## src/rtl/branch_predictor_if.sv

```systemverilog
// ============================================================================
// Module      : branch_predictor_if
// Description : IF/ID-side signal bundle between the pipeline and the
//               branch predictor.
// Revision    : 1.0 - initial release
// ============================================================================
`default_nettype none

interface branch_predictor_if;
    logic [31:0] IF_PC;
    logic [5:0]  IF_op;
    logic        IF_ID_stall;
    logic        IF_ID_flush;
    logic        ID_isBranch;
    logic        ID_taken;
    logic [31:0] ID_target;
    logic        pred_taken;
    logic [31:0] pred_target;
    logic        ID_pred_taken;
    logic        mispredict;
    logic [31:0] redirect_PC;
    logic [15:0] miss_count;

    modport master (
        output IF_PC, IF_op, IF_ID_stall, IF_ID_flush, ID_isBranch, ID_taken, ID_target,
        input  pred_taken, pred_target, ID_pred_taken, mispredict, redirect_PC, miss_count
    );

    modport slave (
        input  IF_PC, IF_op, IF_ID_stall, IF_ID_flush, ID_isBranch, ID_taken, ID_target,
        output pred_taken, pred_target, ID_pred_taken, mispredict, redirect_PC, miss_count
    );
endinterface

`default_nettype wire

```

## src/rtl/branch_predictor.sv

```systemverilog
// ============================================================================
// Module      : branch_predictor
// Description : 16-entry direct-mapped BTB with 2-bit counters, IF lookup,
//               ID-stage resolution check, redirect and miss counter.
// Revision    : 1.0 - initial release
// ============================================================================
`default_nettype none

module branch_predictor (
    input  wire logic          clock,
    input  wire logic          reset,
    branch_predictor_if.slave  bus
);

    localparam int         c_entries   = 16;
    localparam logic [1:0] c_ctr_reset = 2'b01;
    localparam logic [1:0] c_ctr_alloc = 2'b10;
    localparam logic [1:0] c_ctr_max   = 2'b11;
    localparam logic [1:0] c_ctr_min   = 2'b00;
    localparam logic [15:0] c_miss_max = 16'hFFFF;

    logic [c_entries-1:0] valid_q, valid_d;
    logic [25:0]          tag_q    [c_entries];
    logic [25:0]          tag_d    [c_entries];
    logic [31:0]          target_q [c_entries];
    logic [31:0]          target_d [c_entries];
    logic [1:0]           ctr_q    [c_entries];
    logic [1:0]           ctr_d    [c_entries];

    logic        id_valid_q, id_valid_d;
    logic        id_pred_taken_q, id_pred_taken_d;
    logic [31:0] id_pred_target_q, id_pred_target_d;
    logic [31:0] id_pc_q, id_pc_d;
    logic [15:0] miss_count_q, miss_count_d;

    logic [3:0]  w_if_idx;
    logic        w_if_branch;
    logic        w_if_hit;
    logic        w_pred_taken;
    logic [31:0] w_pred_target;
    logic        w_mispredict;
    logic [3:0]  w_upd_idx;
    logic        w_upd_hit;
    logic        w_update;

    // IF-side lookup; outputs are forced quiet while reset is held
    always_comb begin
        w_if_idx = bus.IF_PC[5:2];
        case (bus.IF_op)
            6'b000100, 6'b000101, 6'b000110, 6'b000111, 6'b000001: w_if_branch = 1'b1;
            default:                                               w_if_branch = 1'b0;
        endcase
        w_if_hit      = valid_q[w_if_idx] && (tag_q[w_if_idx] == bus.IF_PC[31:6]);
        w_pred_taken  = !reset && w_if_branch && w_if_hit && ctr_q[w_if_idx][1];
        w_pred_target = w_if_hit ? target_q[w_if_idx] : (bus.IF_PC + 32'd4);
    end

    always_comb begin
        w_mispredict = !reset && bus.ID_isBranch && id_valid_q &&
                       ((id_pred_taken_q != bus.ID_taken) ||
                        (bus.ID_taken && (id_pred_target_q != bus.ID_target)));
        w_upd_idx    = id_pc_q[5:2];
        w_upd_hit    = valid_q[w_upd_idx] && (tag_q[w_upd_idx] == id_pc_q[31:6]);
        w_update     = bus.ID_isBranch && id_valid_q && !bus.IF_ID_stall;
    end

    assign bus.pred_taken    = w_pred_taken;
    assign bus.pred_target   = w_pred_target;
    assign bus.ID_pred_taken = id_pred_taken_q;
    assign bus.mispredict    = w_mispredict;
    assign bus.redirect_PC   = reset ? 32'd4 :
                               (bus.ID_taken ? bus.ID_target : (id_pc_q + 32'd4));
    assign bus.miss_count    = miss_count_q;

    always_comb begin
        valid_d  = valid_q;
        tag_d    = tag_q;
        target_d = target_q;
        ctr_d    = ctr_q;
        if (w_update) begin
            if (w_upd_hit) begin
                if (bus.ID_taken) begin
                    if (ctr_q[w_upd_idx] != c_ctr_max) ctr_d[w_upd_idx] = ctr_q[w_upd_idx] + 2'd1;
                    target_d[w_upd_idx] = bus.ID_target;
                end else if (ctr_q[w_upd_idx] != c_ctr_min) begin
                    ctr_d[w_upd_idx] = ctr_q[w_upd_idx] - 2'd1;
                end
            end else if (bus.ID_taken) begin
                valid_d[w_upd_idx]  = 1'b1;
                tag_d[w_upd_idx]    = id_pc_q[31:6];
                target_d[w_upd_idx] = bus.ID_target;
                ctr_d[w_upd_idx]    = c_ctr_alloc;
            end
        end
    end

    // Flush wins over stall; a stalled register keeps its contents
    always_comb begin
        id_valid_d       = id_valid_q;
        id_pred_taken_d  = id_pred_taken_q;
        id_pred_target_d = id_pred_target_q;
        id_pc_d          = id_pc_q;
        if (bus.IF_ID_flush) begin
            id_valid_d      = 1'b0;
            id_pred_taken_d = 1'b0;
        end else if (!bus.IF_ID_stall) begin
            id_valid_d       = 1'b1;
            id_pred_taken_d  = w_pred_taken;
            id_pred_target_d = w_pred_target;
            id_pc_d          = bus.IF_PC;
        end
    end

    always_comb begin
        miss_count_d = miss_count_q;
        if (w_mispredict && !bus.IF_ID_stall && (miss_count_q != c_miss_max))
            miss_count_d = miss_count_q + 16'd1;
    end

    always_ff @(posedge clock) begin
        if (reset) begin
            valid_q <= '0;
            for (int i = 0; i < c_entries; i++) ctr_q[i] <= c_ctr_reset;
            id_valid_q       <= 1'b0;
            id_pred_taken_q  <= 1'b0;
            id_pred_target_q <= 32'd0;
            id_pc_q          <= 32'd0;
            miss_count_q     <= 16'd0;
        end else begin
            valid_q          <= valid_d;
            ctr_q            <= ctr_d;
            id_valid_q       <= id_valid_d;
            id_pred_taken_q  <= id_pred_taken_d;
            id_pred_target_q <= id_pred_target_d;
            id_pc_q          <= id_pc_d;
            miss_count_q     <= miss_count_d;
        end
    end

    // Tag and target need no reset: an entry is only trusted once valid
    always_ff @(posedge clock) begin
        tag_q    <= tag_d;
        target_q <= target_d;
    end

endmodule

`default_nettype wire

```

## src/flat_wrapper.sv

```systemverilog
// flat-port wrapper written by rule: the top's interface ports become plain ports
module branch_predictor_flat 
  (clock, reset, bus_IF_PC, bus_IF_op, bus_IF_ID_stall, bus_IF_ID_flush, bus_ID_isBranch, bus_ID_taken, bus_ID_target, bus_pred_taken, bus_pred_target, bus_ID_pred_taken, bus_mispredict, bus_redirect_PC, bus_miss_count);
  branch_predictor_if bus_i ();
  input  wire logic clock;
  input  wire logic reset;
  input wire logic [$bits(bus_i.IF_PC)-1:0] bus_IF_PC;
  input wire logic [$bits(bus_i.IF_op)-1:0] bus_IF_op;
  input wire logic [$bits(bus_i.IF_ID_stall)-1:0] bus_IF_ID_stall;
  input wire logic [$bits(bus_i.IF_ID_flush)-1:0] bus_IF_ID_flush;
  input wire logic [$bits(bus_i.ID_isBranch)-1:0] bus_ID_isBranch;
  input wire logic [$bits(bus_i.ID_taken)-1:0] bus_ID_taken;
  input wire logic [$bits(bus_i.ID_target)-1:0] bus_ID_target;
  output wire logic [$bits(bus_i.pred_taken)-1:0] bus_pred_taken;
  output wire logic [$bits(bus_i.pred_target)-1:0] bus_pred_target;
  output wire logic [$bits(bus_i.ID_pred_taken)-1:0] bus_ID_pred_taken;
  output wire logic [$bits(bus_i.mispredict)-1:0] bus_mispredict;
  output wire logic [$bits(bus_i.redirect_PC)-1:0] bus_redirect_PC;
  output wire logic [$bits(bus_i.miss_count)-1:0] bus_miss_count;
  assign bus_i.IF_PC = bus_IF_PC;
  assign bus_i.IF_op = bus_IF_op;
  assign bus_i.IF_ID_stall = bus_IF_ID_stall;
  assign bus_i.IF_ID_flush = bus_IF_ID_flush;
  assign bus_i.ID_isBranch = bus_ID_isBranch;
  assign bus_i.ID_taken = bus_ID_taken;
  assign bus_i.ID_target = bus_ID_target;
  assign bus_pred_taken = bus_i.pred_taken;
  assign bus_pred_target = bus_i.pred_target;
  assign bus_ID_pred_taken = bus_i.ID_pred_taken;
  assign bus_mispredict = bus_i.mispredict;
  assign bus_redirect_PC = bus_i.redirect_PC;
  assign bus_miss_count = bus_i.miss_count;
  branch_predictor u_core (.clock(clock), .reset(reset), .bus(bus_i));
endmodule
```

## config.mk

```make
export PLATFORM = sky130hd
export DESIGN_NAME = branch_predictor_flat
export DESIGN_NICKNAME = d
export VERILOG_FILES = /design/src/rtl/branch_predictor_if.sv /design/src/rtl/branch_predictor.sv /design/src/flat_wrapper.sv
export SDC_FILE = /design/constraint.sdc
export NUM_CORES = 2
export LEC_CHECK = 0
export CORE_MARGIN = 5
export CORE_UTILIZATION = 45
export CTS_CLUSTER_DIAMETER = 200
export DETAILED_ROUTE_END_ITERATION = 10
export GPL_TIMING_DRIVEN = 0
export REMOVE_ABC_BUFFERS = 1
export SLEW_MARGIN = 20
export SYNTH_ARGS = -nofsm -noshare
export SYNTH_HDL_FRONTEND = slang
export SYNTH_SLANG_ARGS = --single-unit
```

## constraint.sdc

```tcl
create_clock -name clock -period 9.63 [get_ports clock]
set_clock_uncertainty 0.15 [all_clocks]
set_input_delay 1.4445 -clock clock [delete_from_list [all_inputs] [get_ports clock]]
set_output_delay 1.4445 -clock clock [all_outputs]
set_load 0.02 [all_outputs]
```

==> results.toml <==
# implementation run metrics
[final_timing]
rsz0062_at_grt = "false"
finalSetupTns_ns = 0
finalCritPeriodShare_pct = 84.10
worstMarginPinSlew_ns = 1.109

[synth]
async_flop_share_pct = 0
top_area_cell = "edfxtp_1"
yosysChipArea_sq_mm = 0.04733
edf_count = 928
ys_cells = 2783
avgSynthCellArea_sq_um = 17.01
postSynthSeqShare_pct = 64.37
synthesis.area_sq_mm = 0.04733

[hold_path]
worstHoldStart = "u_core.id_valid_q$_SDFFE_PP0N_"
holdPathStages = 2
hp-class = "reg2reg"

[global_routing]
overflow = 0
grt_start_max_net_pins = 85
antenna_found_initial = 8

[cts]
hold_buffers = 0
post_cts_buffers = 0
root_buffer = "clkbuf_16"
cts_buffers = 111
cts_resized = 0
clk_path_buf_depth = 3
cts.sinks = 1058
clkLatencyLatePin_ns = 0.71

[worst_setup_path]
timing.rr.end = "u_core.tag_q[34]$_DFFE_PP_"
endpoint = "bus_pred_target[28]"
critPathKind = "in2out"
reg2reg_slack_ns = 2.61
path_max_fanout = 56
worst_r2r_path_depth = 13
timing.rr.start = "u_core.id_pc_q[2]$_SDFFE_PP0P_"

[status]
outcome = "complete, no violations"

[final_layout]
final_nets = 3032
final_layout_top_logic_cells = "928 x edfxtp_1, 372 x mux4_2, 197 x nand2_1"
syn2layout_area_growth_pct = 17.75

[placed_design]
io_buffers = 158
dp_hpwl_mm = 95.16
place_congestion = 0.8343

[flow_run]
warning_count = 30

[floorplan]
fp.dieH_um = 334.3
die_area_sq_mm = 0.1118
fp.dieW_um = 334.3

[pwr]
vdd.ir_drop.worst_uv = 131.8

[route]
drt_iter0_markers = 3414
firstDrtPassIters = 7
num_vias = 28090
[worst max-delay path, cell delays in order]
cell             delay, ns
buf_8                 0.39
buf_16                0.44
buf_16                0.32
mux4_2                0.56
mux4_2                0.58
xnor2_1               0.37
nand4_1               0.14
nor4_1                0.31
and4b_4               0.39
buf_16                0.27
nor2_1                0.08
nor2_1                0.31
clkdlybuf4s50_1       0.71
[power breakdown]
| part | internal, mW | switching [mW] |
|---|---|---|
| clock network | 2.36 | 1.78 |
| registers | 4.99 | 0.0533 |
| logic | 0.293 | 0.398 |
| total | 7.65 | 2.23 |
[metrics by stage]
step / total power, mW / hold WS (ns) / worst slack (ns) / instances / util [%]
after floorplan: 5.469 / 0.2755 / 0.1367 / 2593 / -
final: 9.883 / 0.3135 / 1.531 / 4441 / 53.17
after global routing: 10.18 / 0.3341 / 1.183 / 4439 / 53.17
after CTS: 9.946 / 0.3164 / 1.437 / 4434 / 53.15
after detailed placement: 5.830 / 0.2975 / 1.459 / 4226 / 49.80
after global placement: 5.993 / 0.2946 / -14.92 / 4142 / 47.51
[cells by family (layout without fill, tap and decap cells)]
group                      Yosys count  after routing  synth area share, %
AOI/OAI and AO/OA                  255            255                4.028
xor gates and xnor gates           146            146                2.701
adders and majority gates            8              8               0.2115
buffers and inverters              214            474                1.988
DFF                               1058           1058                64.37
muxes                              522            522                21.16
other                                0              7                    0
and+or+nand+nor                    580            580                5.540
[area by class of cell]
| cell class | count | area, sq um |
|---|---|---|
| well taps | 1391 | 1740 |
| flip-flops and latches | 1058 | 30480 |
| clock buffers | 150 | 3020 |
| repair buffers | 242 | 3649 |
| diodes | 7 | 17.52 |
| inverters | 24 | 97.59 |
| multi-input cells | 1511 | 16230 |
| fillers | 8243 | 49090 |
| clock inverters | 58 | 498.0 |
[Yosys cell counts (22+ instances only)]
| cell | count |
|---|---|
| mux4_2 | 372 |
| nor2_1 | 174 |
| nand2_1 | 199 |
| and3_1 | 24 |
| o21ai_0 | 22 |
| xor2_1 | 61 |
| inv_1 | 23 |
| clkbuf_1 | 106 |
| buf_1 | 39 |
| a22oi_1 | 26 |
| mux2_2 | 31 |
| xnor2_1 | 85 |
| mux2i_1 | 113 |
| buf_2 | 30 |
| nand4_1 | 24 |
| dfxtp_1 | 130 |
| edfxtp_1 | 928 |
| a21oi_1 | 89 |
| nand3_1 | 73 |
[layer usage]
| metal | GRT usage, % | share of wire, % |
|---|---|---|
| met1 | 34.44 | 39 |
| met2 | 40.70 | 49 |
| met5 | 0 | 0.016 |
| met3 | 5.094 | 8.7 |
| met4 | 7.299 | 3.1 |
[state kept, by name (all words and copies together), names as in the netlist]
register	cells
u_core.ctr_q	32
u_core.tag_q	416
u_core.id_valid_q	1
u_core.valid_q	16
u_core.bus.ID_pred_taken	1
u_core.bus.miss_count	16
u_core.target_q	512
u_core.id_pred_target_q	32
u_core.id_pc_q	32
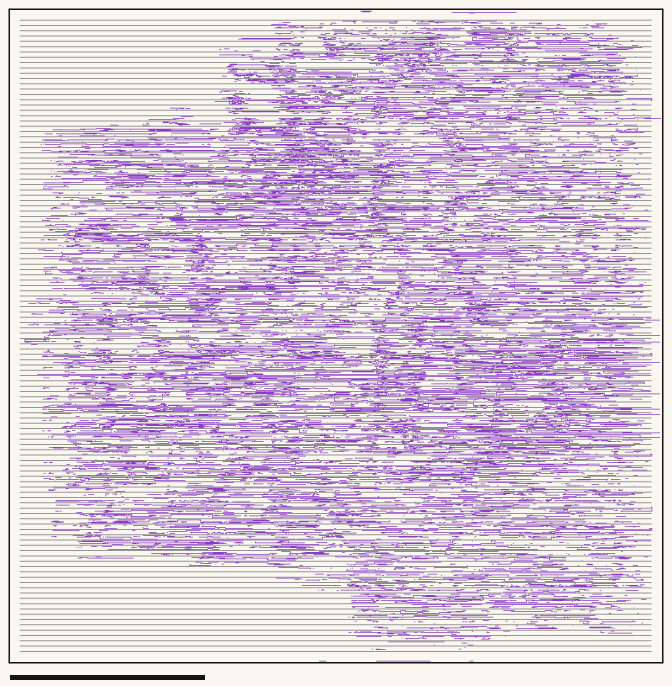
(images/m1.png)
Bar = 100 um. Supply wires on this layer in gray.
The layer holds 39% of the routed length. The wires run mostly horizontal.
WL final: 141.2 mm
GR Util met1: 34.44%

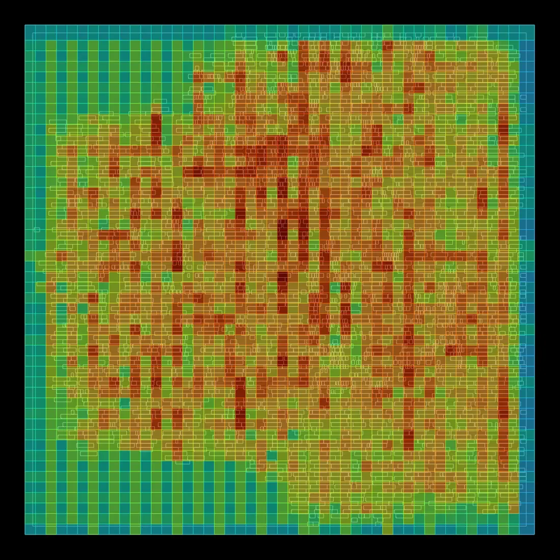
(images/congestion_map.png)
drt wl/cell: 31.80 um
GRT met2 Usage: 40.70%
GRT Total Usage: 24.97%
Global Route met3 Usage: 5.094%
Finished Core Util: 53.17%

No activity file was given, so power comes from the tool's default toggle rates.
